--- src/rtl/keypad_lock_ctrl.sv ---
// keypad_lock_ctrl: parametrised keypad combination-lock controller.
// Takes scanner key levels, edge-detects them, buffers a code entry and
// runs the lock / open / code-change / lockout state machine. Adds attempt
// counting, a timed lockout, auto-relock, an idle entry timeout and a
// two-step verified code change with ok/err pulses.
module keypad_lock_ctrl #(
  parameter int DIGITS      = 4,
  parameter int KEY_W       = 4,
  parameter logic [DIGITS*KEY_W-1:0] DEFAULT_CODE = 16'h2342,
  parameter int MAX_FAIL    = 3,
  parameter int LOCKOUT_CYC = 1000,
  parameter int OPEN_CYC    = 500,
  parameter int IDLE_CYC    = 2000
) (
  input  logic                          clk,
  input  logic                          reset_1,
  input  logic [KEY_W-1:0]              Code_1,
  input  logic                          Valid_1,
  input  logic                          set,
  output logic                          OPEN,
  output logic                          LOCK,
  output logic                          SET,
  output logic                          CHANGE,
  output logic                          LOCKOUT,
  output logic                          ok_pulse,
  output logic                          err_pulse,
  output logic [$clog2(DIGITS+1)-1:0]   digit_cnt,
  output logic [DIGITS*KEY_W-1:0]       data_1
);

  localparam int CW     = DIGITS * KEY_W;
  localparam int CNT_W  = $clog2(DIGITS + 1);
  localparam int FAIL_W = (MAX_FAIL > 1) ? $clog2(MAX_FAIL + 1) : 1;
  localparam int OPEN_W = (OPEN_CYC > 1) ? $clog2(OPEN_CYC) : 1;
  localparam int IDLE_W = (IDLE_CYC > 1) ? $clog2(IDLE_CYC) : 1;
  localparam int LO_W   = (LOCKOUT_CYC > 1) ? $clog2(LOCKOUT_CYC) : 1;

  // Terminal counts: each timer counts 0..N-1, so the event it guards
  // becomes visible exactly N cycles after the timer was last restarted.
  localparam logic [CNT_W-1:0]  CNT_FULL  = CNT_W'(DIGITS);
  localparam logic [FAIL_W-1:0] FAIL_MAX  = FAIL_W'(MAX_FAIL);
  localparam logic [OPEN_W-1:0] OPEN_LAST = OPEN_W'(OPEN_CYC - 1);
  localparam logic [IDLE_W-1:0] IDLE_LAST = IDLE_W'(IDLE_CYC - 1);
  localparam logic [LO_W-1:0]   LO_LAST   = LO_W'(LOCKOUT_CYC - 1);

  localparam logic [KEY_W-1:0] KEY_NINE  = KEY_W'(9);
  localparam logic [KEY_W-1:0] KEY_STAR  = KEY_W'(10);
  localparam logic [KEY_W-1:0] KEY_ENTER = KEY_W'(11);

  typedef enum logic [2:0] {
    S_LOCKED  = 3'd0,
    S_OPEN    = 3'd1,
    S_NEW1    = 3'd2,
    S_NEW2    = 3'd3,
    S_LOCKOUT = 3'd4
  } state_t;

  state_t            state_reg, state_next;
  logic              valid_q, set_q;
  logic [CW-1:0]     code_reg, code_next;
  logic [CW-1:0]     cand_reg, cand_next;
  logic [CW-1:0]     buf_reg, buf_next;
  logic [CNT_W-1:0]  cnt_reg, cnt_next;
  logic              ovr_reg, ovr_next;
  logic [FAIL_W-1:0] fail_reg, fail_next;
  logic [OPEN_W-1:0] open_tmr_reg, open_tmr_next;
  logic [IDLE_W-1:0] idle_tmr_reg, idle_tmr_next;
  logic [LO_W-1:0]   lo_tmr_reg, lo_tmr_next;
  logic              ok_reg, ok_next;
  logic              err_reg, err_next;

  logic              key_evt, set_evt;
  logic              is_digit, is_star, is_enter;
  logic              full, complete, code_match, cand_match;
  logic              entry_state, idle_run, idle_done;
  logic [FAIL_W-1:0] fail_inc;
  logic              clear;

  // Rising-edge detection of the scanner valid level and the set request.
  assign key_evt = Valid_1 & ~valid_q;
  assign set_evt = set & ~set_q;

  assign is_digit = (Code_1 <= KEY_NINE);
  assign is_star  = (Code_1 == KEY_STAR);
  assign is_enter = (Code_1 == KEY_ENTER);

  // An overrun entry is never complete, so it can never match.
  assign full       = (cnt_reg == CNT_FULL);
  assign complete   = full & ~ovr_reg;
  assign code_match = complete && (buf_reg == code_reg);
  assign cand_match = complete && (buf_reg == cand_reg);

  assign fail_inc = (fail_reg == FAIL_MAX) ? fail_reg : fail_reg + FAIL_W'(1);

  // The idle timer only matters while there is something to discard.
  assign entry_state = (state_reg == S_LOCKED) || (state_reg == S_NEW1) ||
                       (state_reg == S_NEW2);
  assign idle_run    = ((state_reg == S_LOCKED) && (cnt_reg != '0)) ||
                       (state_reg == S_NEW1) || (state_reg == S_NEW2);
  assign idle_done   = idle_run && !key_evt && (idle_tmr_reg == IDLE_LAST);

  // Next-state, datapath and pulse decisions for one clock.
  always_comb begin
    state_next    = state_reg;
    code_next     = code_reg;
    cand_next     = cand_reg;
    buf_next      = buf_reg;
    cnt_next      = cnt_reg;
    ovr_next      = ovr_reg;
    fail_next     = fail_reg;
    ok_next       = 1'b0;
    err_next      = 1'b0;
    open_tmr_next = '0;
    idle_tmr_next = '0;
    lo_tmr_next   = '0;
    clear         = 1'b0;

    if (idle_run && !key_evt && !idle_done) begin
      idle_tmr_next = idle_tmr_reg + IDLE_W'(1);
    end

    // Digit entry is common to every state that collects a code.
    if (entry_state && key_evt && is_digit) begin
      if (!full) begin
        buf_next[int'(cnt_reg)*KEY_W +: KEY_W] = Code_1;
        cnt_next = cnt_reg + CNT_W'(1);
      end else begin
        ovr_next = 1'b1;
      end
    end

    case (state_reg)
      S_LOCKED: begin
        if (key_evt) begin
          if (is_star && !full) begin
            clear = 1'b1;
          end else if (is_enter || is_star) begin
            // '#' or a '*' on a full buffer terminates the attempt.
            clear = 1'b1;
            if (code_match) begin
              ok_next = 1'b1;
              if (is_enter) begin
                state_next = S_OPEN;
                fail_next  = '0;
              end else begin
                state_next = S_NEW1;
              end
            end else begin
              err_next  = 1'b1;
              fail_next = fail_inc;
              if (fail_inc == FAIL_MAX) begin
                state_next = S_LOCKOUT;
              end
            end
          end
        end else if (idle_done) begin
          clear = 1'b1;
        end
      end

      S_OPEN: begin
        if (set_evt) begin
          // A change request beats any key landing in the same cycle.
          state_next = S_NEW1;
          clear      = 1'b1;
        end else if (key_evt) begin
          if (is_enter) begin
            state_next = S_LOCKED;
          end
        end else if (open_tmr_reg == OPEN_LAST) begin
          state_next = S_LOCKED;
        end else begin
          open_tmr_next = open_tmr_reg + OPEN_W'(1);
        end
      end

      S_NEW1: begin
        if (key_evt) begin
          if (is_star) begin
            clear = 1'b1;
          end else if (is_enter) begin
            clear = 1'b1;
            if (complete) begin
              cand_next  = buf_reg;
              state_next = S_NEW2;
            end else begin
              err_next = 1'b1;
            end
          end
        end else if (idle_done) begin
          clear      = 1'b1;
          err_next   = 1'b1;
          state_next = S_LOCKED;
        end
      end

      S_NEW2: begin
        if (key_evt) begin
          if (is_star) begin
            clear = 1'b1;
          end else if (is_enter) begin
            clear      = 1'b1;
            state_next = S_LOCKED;
            if (cand_match) begin
              code_next = cand_reg;
              ok_next   = 1'b1;
            end else begin
              err_next = 1'b1;
            end
          end
        end else if (idle_done) begin
          clear      = 1'b1;
          err_next   = 1'b1;
          state_next = S_LOCKED;
        end
      end

      S_LOCKOUT: begin
        clear = 1'b1;
        if (lo_tmr_reg == LO_LAST) begin
          state_next = S_LOCKED;
          fail_next  = '0;
        end else begin
          lo_tmr_next = lo_tmr_reg + LO_W'(1);
        end
      end

      default: begin
        state_next = S_LOCKED;
        clear      = 1'b1;
      end
    endcase

    if (clear) begin
      buf_next = '0;
      cnt_next = '0;
      ovr_next = 1'b0;
    end
  end

  // State and datapath registers; reset restores the default code.
  always_ff @(posedge clk or negedge reset_1) begin
    if (!reset_1) begin
      state_reg    <= S_LOCKED;
      valid_q      <= 1'b0;
      set_q        <= 1'b0;
      code_reg     <= DEFAULT_CODE;
      cand_reg     <= '0;
      buf_reg      <= '0;
      cnt_reg      <= '0;
      ovr_reg      <= 1'b0;
      fail_reg     <= '0;
      open_tmr_reg <= '0;
      idle_tmr_reg <= '0;
      lo_tmr_reg   <= '0;
      ok_reg       <= 1'b0;
      err_reg      <= 1'b0;
    end else begin
      state_reg    <= state_next;
      valid_q      <= Valid_1;
      set_q        <= set;
      code_reg     <= code_next;
      cand_reg     <= cand_next;
      buf_reg      <= buf_next;
      cnt_reg      <= cnt_next;
      ovr_reg      <= ovr_next;
      fail_reg     <= fail_next;
      open_tmr_reg <= open_tmr_next;
      idle_tmr_reg <= idle_tmr_next;
      lo_tmr_reg   <= lo_tmr_next;
      ok_reg       <= ok_next;
      err_reg      <= err_next;
    end
  end

  assign OPEN      = (state_reg == S_OPEN);
  assign LOCK      = (state_reg != S_OPEN);
  assign SET       = (state_reg == S_NEW1);
  assign CHANGE    = (state_reg == S_NEW2);
  assign LOCKOUT   = (state_reg == S_LOCKOUT);
  assign ok_pulse  = ok_reg;
  assign err_pulse = err_reg;
  assign digit_cnt = cnt_reg;
  assign data_1    = buf_reg;

endmodule

--- config.mk ---
export PLATFORM = sky130hd
export DESIGN_NAME = keypad_lock_ctrl
export DESIGN_NICKNAME = d
export VERILOG_FILES = /design/src/rtl/keypad_lock_ctrl.sv
export SDC_FILE = /design/constraint.sdc
export NUM_CORES = 1
export LEC_CHECK = 0
export ABC_CLOCK_PERIOD_IN_PS = 4900
export CORE_UTILIZATION = 51
export CTS_CLUSTER_DIAMETER = 30
export CTS_CLUSTER_SIZE = 14
export DETAILED_ROUTE_END_ITERATION = 10
export PLACE_DENSITY = 0.74
export SLEW_MARGIN = 30
export SYNTH_ARGS = -nofsm -noshare
export SYNTH_HDL_FRONTEND = slang
export SYNTH_SLANG_ARGS = --single-unit
--- constraint.sdc ---
create_clock -name clk -period 4.9 [get_ports clk]
set_clock_uncertainty 0.05 [all_clocks]
set_input_delay 1.225 -clock clk [delete_from_list [all_inputs] [get_ports clk]]
set_output_delay 1.225 -clock clk [all_outputs]
set_load 0.01 [all_outputs]
==> metrics.csv <==
metric;value;unit
status;finished, final reports clean;
top_logic_kind;simple AND/OR/NAND/NOR gates;
endpoint;cand_reg[13];
top_layer;met4;
postSynthSeqShare;49.4;%
r2r_end;fail_reg[1];
ys_chip_area;4620;um2
grt_start_max_net_pins;62;
postRouteAntennaNets;0;
path_class;primary input to flop;
area_leaders;dfrtp_1 47%, xnor2_1 8.0%, mux2_2 5.6%, nor2_1 4.9%, mux2_4 3.2%;
num-multi-input-gates;321;
synth-xor-area-share;11.0;%
routabilityCongestion;0.927;
start_kind;primary input;
edf_count;0;
clkPwrFrac;26.2;%
final_cell_mix;86 x dfrtp_1, 60 x nor2_1, 42 x xnor2_1, 32 x clkdlybuf4s50_1, 28 x nand2_1;
die_x;97.2;um
fp_nets;447;
crit_required;5.10;ns
power_frac_seq;47.1;%
clock-sinks;91;
common_cells;86 x dfrtp_1, 60 x nor2_1, 42 x xnor2_1;
flop_cell;dfrtp_1;
coreArea;8760;um2
max_clock_freq;0.297;GHz
dr_wl_met3;269;um
wl_met1;4680;um
critPathBufInv;1;
vias;3266;
num-nonclk-buffers;36;
ys_sh_adder;1.89;%
grt.busiest_layer;met2;
ys_ff;91;
layout_top_cell;dfrtp_1;
r2r-start;digit_cnt[0];
setup_viol;0;
top_area_cell;dfrtp_1;
wl_met2;4240;um
internal_power;1.20;mW
power_frac_comb;26.7;%
drt-initial-drc-count;248;
die_h;97.2;um
design.die.area;9450;um2
power groups by stage:
stage / Clock (mW) / Sequential (mW) / Combinational, mW
4_1_cts: 0.506 / 0.885 / 0.505
5_1_grt: 0.540 / 0.897 / 0.560
6_report: 0.494 / 0.886 / 0.502
3_3_place_gp: 0 / 0.896 / 0.488
2_1_floorplan: 0 / 0.877 / 0.333
3_5_place_dp: 0 / 0.899 / 0.502
through the flow:
stage / hold slack [ns] / area (um2) / setup WS [ns]
finish: 0.413 / 5250 / 1.53
floorplan: 0.375 / 4620 / 2.01
detailed placement: 0.398 / 5060 / 1.20
global route: 0.440 / 5250 / 1.42
global placement: 0.388 / 5060 / 1.33
CTS: 0.411 / 5250 / 1.56
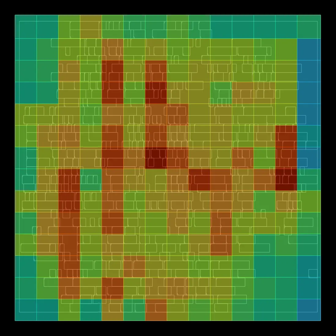
*Track usage over the die*
total track usage: 21.6%
wire per inst: 16.1 um

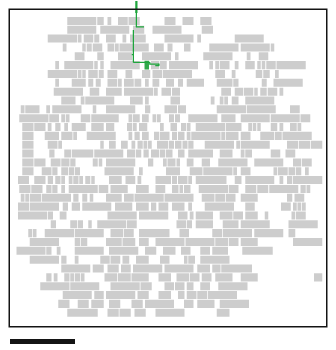
*Port wiring*
The bar under the picture is 20 um long.
- green: LOCKOUT (bits 1; direction output; edge top; end cells 1; buffers 1; wire 27.3 um)
Ports: 34
Port-buffer cells: 33

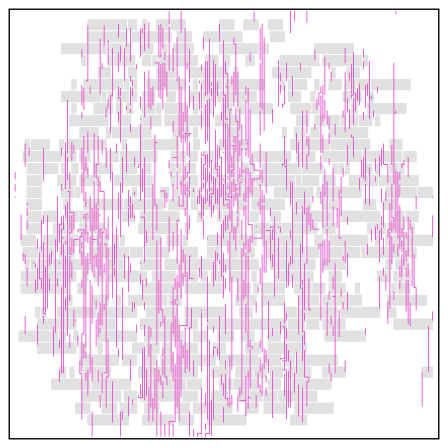
*M2 wires*
Cells faint in the background.
- longest straight run: 33.0 um
- main direction: vertical

Power figures rest on the tool's default switching activity, not on a simulated workload.
